`config.mk`:
```
export PLATFORM = sky130hd
export DESIGN_NAME = tdd_frame_timer
export DESIGN_NICKNAME = d
export VERILOG_FILES = /design/src/rtl/tdd_frame_timer.sv
export SDC_FILE = /design/constraint.sdc
export NUM_CORES = 1
export LEC_CHECK = 0
export CAP_MARGIN = 25
export CORE_AREA = 2 2 188 153
export DETAILED_ROUTE_END_ITERATION = 8
export DIE_AREA = 0 0 190 155
export SYNTH_ARGS = -nofsm -noshare
export SYNTH_HDL_FRONTEND = slang
export SYNTH_SLANG_ARGS = --single-unit
```
`constraint.sdc`:
```
create_clock -name clk -period 6.6 [get_ports clk]
set_input_delay 0.66 -clock clk [delete_from_list [all_inputs] [get_ports clk]]
set_output_delay 0.66 -clock clk [all_outputs]
set_load 0.02 [all_outputs]
```
`src/rtl/tdd_frame_timer.sv`:
```
// TDD/FDD frame timer: frame counter, frame-start strobe, TX/RX window enables
// and one-shot frame-length adjustment.
module tdd_frame_timer #(
    parameter int unsigned CW     = 24,
    parameter int unsigned NW     = 32,
    parameter int unsigned MINLEN = 2
) (
    input  logic          clk,
    input  logic          rst,
    input  logic          en,
    input  logic          tddmode,
    input  logic [CW-1:0] frame_len,
    input  logic [CW-1:0] frame_adj,
    input  logic          adj_wr,
    input  logic [CW-1:0] tstart,
    input  logic [CW-1:0] tend,
    input  logic [CW-1:0] rstart,
    input  logic [CW-1:0] rend,
    output logic [CW-1:0] frame_cnt,
    output logic [NW-1:0] frame_num,
    output logic          frame_start,
    output logic          tx_win,
    output logic          rx_win,
    output logic          adj_pending
);

    typedef enum logic {IDLE, RUN} state_t;

    state_t        state, state_nx;
    logic [CW-1:0] cur_len, len_nx, adj_reg, adj_reg_nx, cnt_nx, eff_len;
    logic [NW-1:0] num_nx;
    logic          start_nx, pend_nx, tx_nx, rx_nx;
    logic signed [CW+1:0] len_sum;

    function automatic logic in_win(input logic [CW-1:0] c, s, e);
        if (s <= e) return (c >= s) && (c <= e);
        else        return (c >= s) || (c <= e);
    endfunction

    // Effective length for a frame starting now, clamped to [MINLEN, 2^CW-1]
    always_comb begin
        len_sum = $signed({2'b00, frame_len});
        if (adj_pending)
            len_sum = len_sum + $signed({{2{adj_reg[CW-1]}}, adj_reg});
        if (len_sum < $signed((CW+2)'(MINLEN)))
            eff_len = CW'(MINLEN);
        else if (len_sum > $signed({2'b00, {CW{1'b1}}}))
            eff_len = '1;
        else
            eff_len = len_sum[CW-1:0];
    end

    always_comb begin
        state_nx   = state;
        cnt_nx     = '0;
        num_nx     = '0;
        start_nx   = 1'b0;
        len_nx     = cur_len;
        pend_nx    = adj_pending;
        adj_reg_nx = adj_reg;
        case (state)
            IDLE: begin
                if (en) begin
                    state_nx = RUN;
                    start_nx = 1'b1;
                    len_nx   = eff_len;
                end
            end
            RUN: begin
                if (!en) begin
                    state_nx = IDLE;
                end else if (frame_cnt == cur_len - 1'b1) begin
                    num_nx   = frame_num + 1'b1;
                    start_nx = 1'b1;
                    len_nx   = eff_len;
                end else begin
                    cnt_nx = frame_cnt + 1'b1;
                    num_nx = frame_num;
                end
            end
            default: state_nx = IDLE;
        endcase
        // A write on a frame-start edge wins over the clear, deferring it one frame
        if (start_nx && adj_pending)
            pend_nx = 1'b0;
        if (adj_wr) begin
            adj_reg_nx = frame_adj;
            pend_nx    = 1'b1;
        end
        tx_nx = (state_nx == RUN) && (!tddmode || in_win(cnt_nx, tstart, tend));
        rx_nx = (state_nx == RUN) && (!tddmode || in_win(cnt_nx, rstart, rend));
    end

    always_ff @(posedge clk or negedge rst) begin
        if (!rst) begin
            state       <= IDLE;
            frame_cnt   <= '0;
            frame_num   <= '0;
            frame_start <= 1'b0;
            tx_win      <= 1'b0;
            rx_win      <= 1'b0;
            adj_pending <= 1'b0;
            cur_len     <= CW'(MINLEN);
            adj_reg     <= '0;
        end else begin
            state       <= state_nx;
            frame_cnt   <= cnt_nx;
            frame_num   <= num_nx;
            frame_start <= start_nx;
            tx_win      <= tx_nx;
            rx_win      <= rx_nx;
            adj_pending <= pend_nx;
            cur_len     <= len_nx;
            adj_reg     <= adj_reg_nx;
        end
    end

endmodule

```
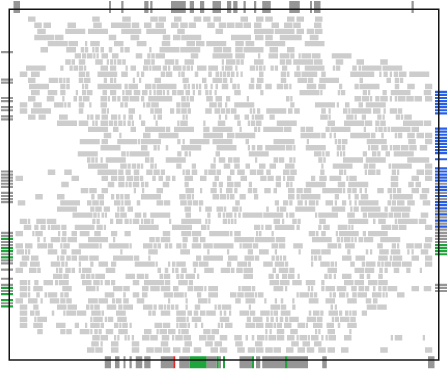
**Above:** run 1 (I/O pins on the die edge).
Pins as bars across the die edge, other pins in grey.
Green marks tstart, pins 24, direction input, edge 12 bottom, 8 left, 4 right. Blue marks frame_num, pins 32, direction output, edge right. Red marks en, pins 1, direction input, edge bottom.
All pins by edge: 77 bottom, 50 right, 43 top, 39 left.
# port buffers: 208
die height: 155 µm
Die Wd: 190 µm

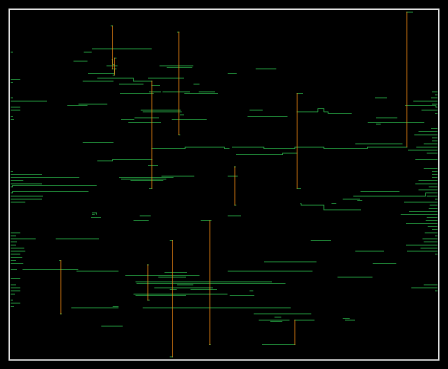
**Above:** run 1 (wiring by layer).
Two of the layers only.
Orange marks met4, wire length 396 µm. Green marks met3, wire length 2060 µm.
DR WL/cell: 17.9 µm
Routed WL: 33.3 mm

==> results.sh, run 1 <==
# yosys + openroad results
export IMPL_status="finished clean"
export IMPL_gp_congestion=0.924
export IMPL_placed_area_mm2=0.0134
export IMPL_worstSetupEndpointType="flip-flop"
export IMPL_critPathMaxFanout=12
export IMPL_ys_sh_aoi_pct=18.9
export IMPL_path_buffers=0
export IMPL_finalCritPeriodShare_pct=87.2
export IMPL_yosysWarnings=0
export IMPL_htreeDepth=3
export IMPL_ys_async_sr_fraction_pct=100
export IMPL_warning_count=27
export IMPL_power_density_mw_per_mm2=163
export IMPL_drt_met1_wl_mm=16.7
export IMPL_grtUsageMet2_pct=33.8
export IMPL_ys_cells=1301
export IMPL_cts_root_buffer="clkbuf_16"
export IMPL_ys_sh_xor_pct=5.37
export IMPL_max_cap_violations=0
export IMPL_cts_setup_buffers=0
export IMPL_grt_pass1_wl_mm=53.0
export IMPL_grt_start_max_net_pins=74
export IMPL_floorplan_nets=1623
export IMPL_grt_remaining_overflow=0
export IMPL_synth_avg_cell_area_um2=8.40
export IMPL_slew_headroom_pct=47.4
export IMPL_cts_buffers=9
export IMPL_finalHoldViolations=0
export IMPL_grt_met3_usage_pct=4.06
export IMPL_met2_length_mm=14.1
export IMPL_seqCellArea_mm2=0.00273
export IMPL_post_route_min_period_ns=5.76
export IMPL_synthCells=1301
export IMPL_mux_share_pct=4.22
export IMPL_final_nets=1810
export IMPL_lay_top_count="clkdlybuf4s50_1"
export IMPL_hold_class="input pin to async pin"
export IMPL_syn_area_mm2=0.0109
export IMPL_routed_top_layer="met4"
export IMPL_adder_share_pct=20.0
export IMPL_drtPass1Iterations=5
export IMPL_crit_required_ns=6.90
export IMPL_worstMarginPinSlew_ns=0.768
export IMPL_dp_final_hpwl_mm=27.1
export IMPL_crit_type="flip-flop to flip-flop"
export IMPL_logic_area_mm2=0.00757
export IMPL_fmax_ghz=0.174
export IMPL_drive_gt1_share_pct=5.02
export IMPL_critPathLaunchType="flip-flop"
export IMPL_globalRouteMet1Util_pct=33.8
export IMPL_ir_worst_vdd_v=0.000152
export IMPL_viasPerCell=5.56
export IMPL_antenna_cells=0
export IMPL_synth_edff_count=0
export IMPL_postRouteAntennaNets=0
export IMPL_num_io_pins=209
export IMPL_clockBufferDepth=2
export IMPL_postCtsHoldBufs=0
export IMPL_cts_num_sinks=109
export IMPL_top_area_cell="dfrtp_1"
export IMPL_clk_latency_ns=0.37
export IMPL_slowest_stage="or4_1"
export IMPL_cpPeakStageDelay_ns=0.70
export IMPL_area_growth_pct=25.7
export IMPL_routed_wl_met3_mm=2.06
export IMPL_flop_cell="dfrtp_1"
export IMPL_timing_final_max_slew_violations=0
export IMPL_largest_register_ff_count=32
export IMPL_num_rows=55
export IMPL_top_register="frame_num"
export IMPL_p_total_mw=2.24
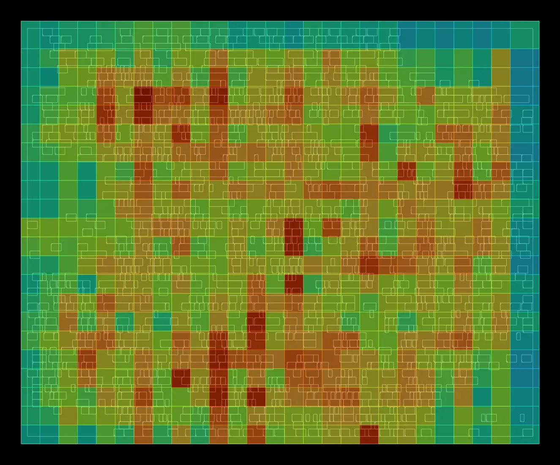
**Above:** run 1 (routing congestion map).
GRT Max-Usage Layer: met2
Core Util, Final: 49.6%
Tot GR Track Use: 22.5%

==> run 1: final timing paths <==
path                                 end        start  depth (start not counted)  slack, ns
min in group clk             adj_reg[20]  adj_reg[20]                          1       0.51
max in group asynchronous     cur_len[1]          rst                          3       5.38
max reg2reg                       rx_win   cur_len[4]                         18       0.84
min                        frame_num[30]          rst                          1       0.24
min reg2reg                  adj_reg[20]  adj_reg[20]                          1       0.51
max                               rx_win   cur_len[4]                         18       0.84
==> run 1: cells in the mapped netlist (5+ instances only) <==
cell and number:
nand2_1 101, xnor2_1 34, or4_1 7, a211oi_1 13, o21ai_0 55, mux2_2 25
a41o_1 11, a32o_1 8, xor2_1 33, or2_2 11, dfrtp_1 108, clkbuf_1 34
or3_1 8, nor2_1 111, nor3_1 21, buf_6 5, o21a_1 7, nand2b_1 21
o211ai_1 7, mux2i_1 18, and3_1 19, and4_1 11, nor2b_1 15, a31oi_1 18
nor4_1 13, ha_1 172, a21oi_1 74, a21o_1 46, and2_1 12, a211o_1 6
nand3_1 32, inv_1 112, o31a_1 6, o31ai_1 6, nand4_1 44
==> run 1: final cells by class <==
cell class                      instances  share of cell area, %
Inverter                              113                   3.09
Clock buffer                           10                   1.67
Tap cell                              370                   3.37
Timing Repair Buffer                  221                   16.2
Clock inverter                          6                  0.819
Multi-Input combinational cell       1034                   55.0
Sequential cell                       109                   19.8
==> run 1: report_power, final <==
group	total (mW)	leakage [nW]	switching, mW	internal (mW)
Sequential	0.799	1.42	0.0732	0.726
Clock	0.641	0.167	0.269	0.372
Combinational	0.803	5.11	0.430	0.373
Total	2.24	6.70	0.772	1.47
==> run 1: metrics by stage <==
step	instances	hold slack, ns
4_1_cts	1861	0.257
3_3_place_gp	1844	0.494
5_1_grt	1863	0.282
3_5_place_dp	1845	0.503
6_report	1863	0.244
2_1_floorplan	1301	0.364
**Run 1: cells coloured by class**

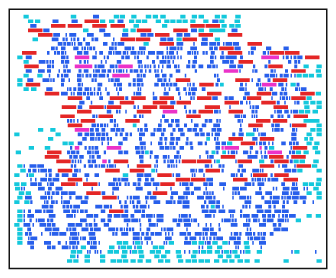

==> run 2, diff against run 1 <==
--- a/config.mk
+++ b/config.mk
@@ -5,10 +5,11 @@
 export SDC_FILE = /design/constraint.sdc
 export NUM_CORES = 1
 export LEC_CHECK = 0
+export ABC_AREA = 1
 export CAP_MARGIN = 25
-export CORE_AREA = 2 2 188 153
+export CORE_AREA = 2 2 196 160
 export DETAILED_ROUTE_END_ITERATION = 8
-export DIE_AREA = 0 0 190 155
+export DIE_AREA = 0 0 198 162
 export SYNTH_ARGS = -nofsm -noshare
 export SYNTH_HDL_FRONTEND = slang
 export SYNTH_SLANG_ARGS = --single-unit
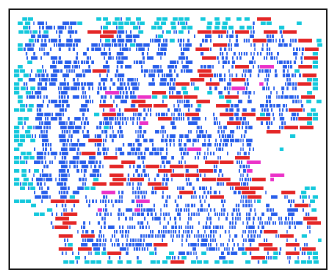
**Above:** run 2 (cells coloured by class).
Cyan marks other buffers and delay cells, cells 212, share of their area 15%. Magenta marks clock drivers and dummy loads, cells 16, share of their area 2.1%. Red marks flip-flops, cells 109, share of their area 19%. Blue marks all other logic, cells 1654, share of their area 64%.
Core ar.: 0.0300 mm²
Core Util, Final: 48.8%

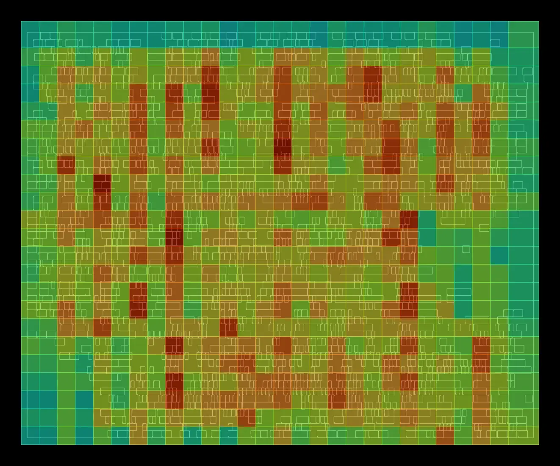
**Above:** run 2 (routing congestion map).
GRT met1 Usage: 36.4%
DR WL/cell: 15.8 µm
GR Util met3: 3.16%
met2 usage: 37.0%
Tot GR Track Use: 24.2%

==> run 2 against run 1 <==
- clock-buffer cell count fell by 1
- final cell count increased by 29%
- design area grew 6.7%
- non-clock buffer count shrank 9
- global-route usage up 1.7 points
- clock skew increased by 0.0084 ns
- setup slack better by 0.99 ns
- sequential power fell by 2%
- largest power group unchanged
==> results.sh, run 2 <==
# yosys + openroad results
export IMPL_status="finished clean"
export IMPL_routed_wl_met3_mm=1.88
export IMPL_worstSetupEndpointType="flip-flop"
export IMPL_cts_buffers=9
export IMPL_critPathLaunchType="flip-flop"
export IMPL_timing_final_max_slew_violations=0
export IMPL_synth_edff_count=0
export IMPL_top_area_cell="dfrtp_1"
export IMPL_slowest_stage="nor3_1"
export IMPL_ir_worst_vdd_v=0.000120
export IMPL_viasPerCell=5.06
export IMPL_postCtsHoldBufs=0
export IMPL_top_cell="nand2_1"
export IMPL_htreeDepth=3
export IMPL_clk_latency_ns=0.38
export IMPL_cts_setup_buffers=0
export IMPL_final_nets=2308
export IMPL_slew_headroom_pct=33.9
export IMPL_met2_length_mm=16.2
export IMPL_ys_cells=1798
export IMPL_power_density_mw_per_mm2=147
export IMPL_grt_remaining_overflow=0
export IMPL_port_buffers=208
export IMPL_finalHoldViolations=0
export IMPL_r2r_start="cur_len[0]"
export IMPL_drt_met1_wl_mm=19.5
export IMPL_synth_avg_cell_area_um2=6.62
export IMPL_num_rows=57
export IMPL_p_total_mw=2.15
export IMPL_post_route_min_period_ns=4.77
export IMPL_gp_congestion=0.912
export IMPL_busiest_layer="met2"
export IMPL_synth_flop_count=109
export IMPL_drtPass1Iterations=5
export IMPL_yosysWarnings=0
export IMPL_fmax_ghz=0.210
export IMPL_largest_register_ff_count=32
export IMPL_top_register="frame_num"
export IMPL_num_io_pins=209
export IMPL_ys_async_sr_fraction_pct=100
export IMPL_lay_top_count="nand2_1"
export IMPL_die_w_um=198
export IMPL_max_cap_violations=0
export IMPL_syn_area_mm2=0.0119
export IMPL_grt_start_max_net_pins=60
export IMPL_grt_pass1_wl_mm=61.7
export IMPL_startpoint="cur_len[0]"
export IMPL_routed_wl_mm=38.1
export IMPL_floorplan_nets=2120
export IMPL_routed_top_layer="met4"
export IMPL_cts_num_sinks=109
export IMPL_cts_root_buffer="clkbuf_16"
export IMPL_synthCells=1798
export IMPL_worstMarginPinSlew_ns=0.984
export IMPL_finalCritPeriodShare_pct=72.2
export IMPL_die_h_um=162
[run 2: cell type report]
class,instances,area [µm²],area share [%]
sequential,109,2730,18.6
tap,413,517,3.52
clock buffer,9,225,1.54
inverter,277,1040,7.09
timing repair buffer,212,2110,14.4
multi-input combinational,1377,7970,54.3
clock inverter,7,75.1,0.512
[run 2: power breakdown]
group          total [mW]  internal [mW]  switching, mW
logic               0.793          0.323          0.470
registers           0.784          0.719         0.0649
clock network       0.575          0.270          0.304
total                2.15           1.31          0.839
[run 2: cells by family (layout without fill, tap and decap cells)]
family                     Yosys count  in the layout  synth area share (%)
xor gates and xnor gates            79             79                  5.81
and+or+nand+nor                    940            940                  34.2
DFF                                109            109                  22.9
adders and majority gates          173            173                  18.2
AOI/OAI and AO/OA                  185            185                  8.62
buffers and inverters              312            505                  10.2
[run 2: final timing paths]
check | to | slack [ns] | cells past startpoint
setup / recovery | rx_win | 1.83 | 22
hold / removal | adj_reg[6] | 0.35 | 1
setup reg to reg | rx_win | 1.83 | 22
hold reg to reg | adj_reg[17] | 0.48 | 2
max in group asynchronous | frame_cnt[9] | 5.04 | 2
min in group clk | adj_reg[17] | 0.48 | 2
[run 2: through the flow]
step	cell area, µm²	hold slack, ns	cells
floorplan	11900	0.364	1798
global placement	14400	0.461	2388
detailed placement	14400	0.467	2388
CTS	14700	0.391	2404
global route	14700	0.416	2404
finish	14700	0.348	2404
[run 2: critical path: cells and delay by family (launching register included)]
| kind | cells | cell delay, ns |
|---|---|---|
| DFF | 1 | 0.44 |
| buffers and inverters | 2 | 0.15 |
| adders and majority gates | 2 | 0.41 |
| AOI/OAI and AO/OA | 3 | 0.46 |
| and+or+nand+nor | 15 | 3.19 |
**Run 2: clock distribution**

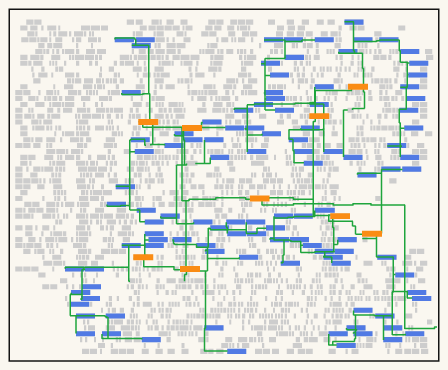

==> run 3, diff against run 2 <==
==> constraint.sdc (replaced) <==
create_clock -name clk -period 4.5 [get_ports clk]
set_input_delay 0.45 -clock clk [delete_from_list [all_inputs] [get_ports clk]]
set_output_delay 0.45 -clock clk [all_outputs]
set_load 0.02 [all_outputs]
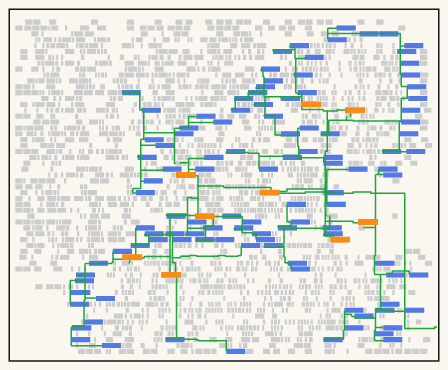
**Above:** run 3 (clock distribution).
Green marks clock wires, length 1660 µm. Orange marks cells driving clock nets, count 9. Blue marks flip-flops, count 109.
There are 10 routed clock nets.
clock group share of total power: 26.8%
clock skew: 0.0204 ns

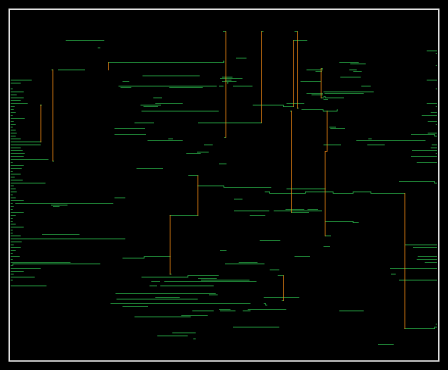
**Above:** run 3 (wiring by layer).
Two of the layers only.
Green marks met3, wire length 2100 µm. Orange marks met4, wire length 459 µm.
DR WL/cell: 15.7 µm
Routed WL: 37.8 mm
via count: 12100
Tot GR Track Use: 23.9%

==> run 3 against run 2 <==
- sequential share of layout area down 0.13 points
- die size did not move
- fmax is 15% higher
- critical path type unchanged
- non-clock buffer count is 7 higher
- sequential power rose by 47%
- clock skew increased by 0.0029 ns
- combinational power rose by 49%
- first-iteration DRC count grew 1.3%
==> results.sh, run 3 <==
# yosys + openroad results
export IMPL_cp_top_family="simple AND/OR/NAND/NOR gates"
export IMPL_final_area_mm2=0.0148
export IMPL_clk_latency_ns=0.38
export IMPL_synth_edff_count=0
export IMPL_path_buffers=2
export IMPL_seq_power_share_pct=36.1
export IMPL_num_io_pins=209
export IMPL_r2r_setup_slack_ns=0.34
export IMPL_seq_power_mw=1.15
export IMPL_cpPeakStageDelay_ns=0.56
export IMPL_ir_worst_vdd_v=0.000190
export IMPL_worstSetupEndpointType="flip-flop"
export IMPL_ys_cells=1798
export IMPL_stdcell_count=2411
export IMPL_ys_async_sr_fraction_pct=100
export IMPL_grt_pass1_wl_mm=60.6
export IMPL_worst_r2r_path_depth=24
export IMPL_largest_register_ff_count=32
export IMPL_port_buffers=208
export IMPL_postCtsHoldBufs=0
export IMPL_htreeDepth=3
export IMPL_postLayoutCoreUtil_pct=49.2
export IMPL_slew_headroom_pct=40.9
export IMPL_power_density_mw_per_mm2=215
export IMPL_area_growth_pct=23.9
export IMPL_p_sw_mw=1.24
export IMPL_max_cap_violations=0
export IMPL_p_total_mw=3.18
export IMPL_cts_tree="built"
export IMPL_r2r_start="cur_len[1]"
export IMPL_core_area_mm2=0.0300
export IMPL_cts_root_buffer="clkbuf_16"
export IMPL_r2r_end="tx_win"
export IMPL_dp_cells=2395
export IMPL_synthCells=1798
export IMPL_viasPerCell=5.03
export IMPL_worstMarginPinSlew_ns=0.885
export IMPL_fmax_ghz=0.240
export IMPL_top_register="frame_num"
export IMPL_lay_top_count="nand2_1"
export IMPL_timing_final_max_slew_violations=0
export IMPL_die_w_um=198
export IMPL_top_cell="nand2_1"
export IMPL_cts_setup_buffers=0
export IMPL_p_int_mw=1.94
export IMPL_placed_area_mm2=0.0144
export IMPL_power_leader="combinational logic"
export IMPL_grt_remaining_overflow=0
export IMPL_syn_area_mm2=0.0119
export IMPL_floorplan_nets=2120
export IMPL_synth_avg_cell_area_um2=6.62
export IMPL_gp_congestion=0.947
export IMPL_num_rows=57
export IMPL_finalHoldViolations=0
export IMPL_drc_errors=0
export IMPL_p_comb_share_pct=37.1
export IMPL_pg_clk_mw=0.852
export IMPL_timing_hold_ws_ns=0.135
export IMPL_die_h_um=162
export IMPL_yosysWarnings=0
export IMPL_critPathLaunchType="flip-flop"
export IMPL_finalCritPeriodShare_pct=92.5
export IMPL_grt_start_max_net_pins=57
export IMPL_post_route_min_period_ns=4.16
export IMPL_status="finished clean"
export IMPL_synth_flop_count=109
export IMPL_comb_cell_power_mw=1.18
export IMPL_dp_final_hpwl_mm=31.4
export IMPL_clockBufferDepth=2
export IMPL_final_nets=2315
export IMPL_cts_buffers=9
==> run 3: cell count changes in the layout (fill, tap and decap cells not counted), sizes merged <==
| cell | before | now |
|---|---|---|
| buf | 5 | 12 |
| clkinv | 3 | 4 |
| clkinvlp | 1 | 0 |
==> run 3: logic make-up after synthesis <==
| family | synth area share (%) |
|---|---|
| AND/OR/NAND/NOR | 34.2 |
| buffers and inverters | 10.2 |
| AND-OR/OR-AND | 8.62 |
| adder cells (fa/ha/maj) | 18.2 |
| flip-flops | 22.9 |
| XOR/XNOR | 5.81 |
==> run 3: cell type report <==
| type | count | area, µm² |
|---|---|---|
| fillers | 3014 | 15300 |
| clock buffers | 9 | 225 |
| inverters | 277 | 1040 |
| flip-flops and latches | 109 | 2730 |
| multi-input cells | 1377 | 8010 |
| repair buffers | 219 | 2160 |
| clock inverters | 7 | 86.3 |
| well taps | 413 | 517 |
==> run 3: worst max path at each step <==
stage	end	from	cells after the start
3_3_place_gp	tx_win	frame_cnt[2]	22
4_1_cts	tx_win	frame_cnt[2]	22
2_1_floorplan	rx_win	cur_len[1]	24
6_report	tx_win	cur_len[1]	24
3_5_place_dp	tx_win	frame_cnt[2]	22
5_1_grt	tx_win	cur_len[0]	26
==> run 3: layer usage <==
layer | wire length [µm] | global-route usage (%) | vias up
li1 | - | - | 6243
met1 | 19100 | 35.6 | 5513
met2 | 16100 | 37.0 | 339
met3 | 2100 | 3.20 | 32
met4 | 458 | 4.17 | 2
met5 | 11 | 0 | -
==> run 3: repair_timing <==
action	4_1_cts	5_1_grt
setup endpoints to repair	0	2
endpoints found under the hold margin	0	0
gates resized	0	9
Power is estimated from default activity; no workload was simulated.
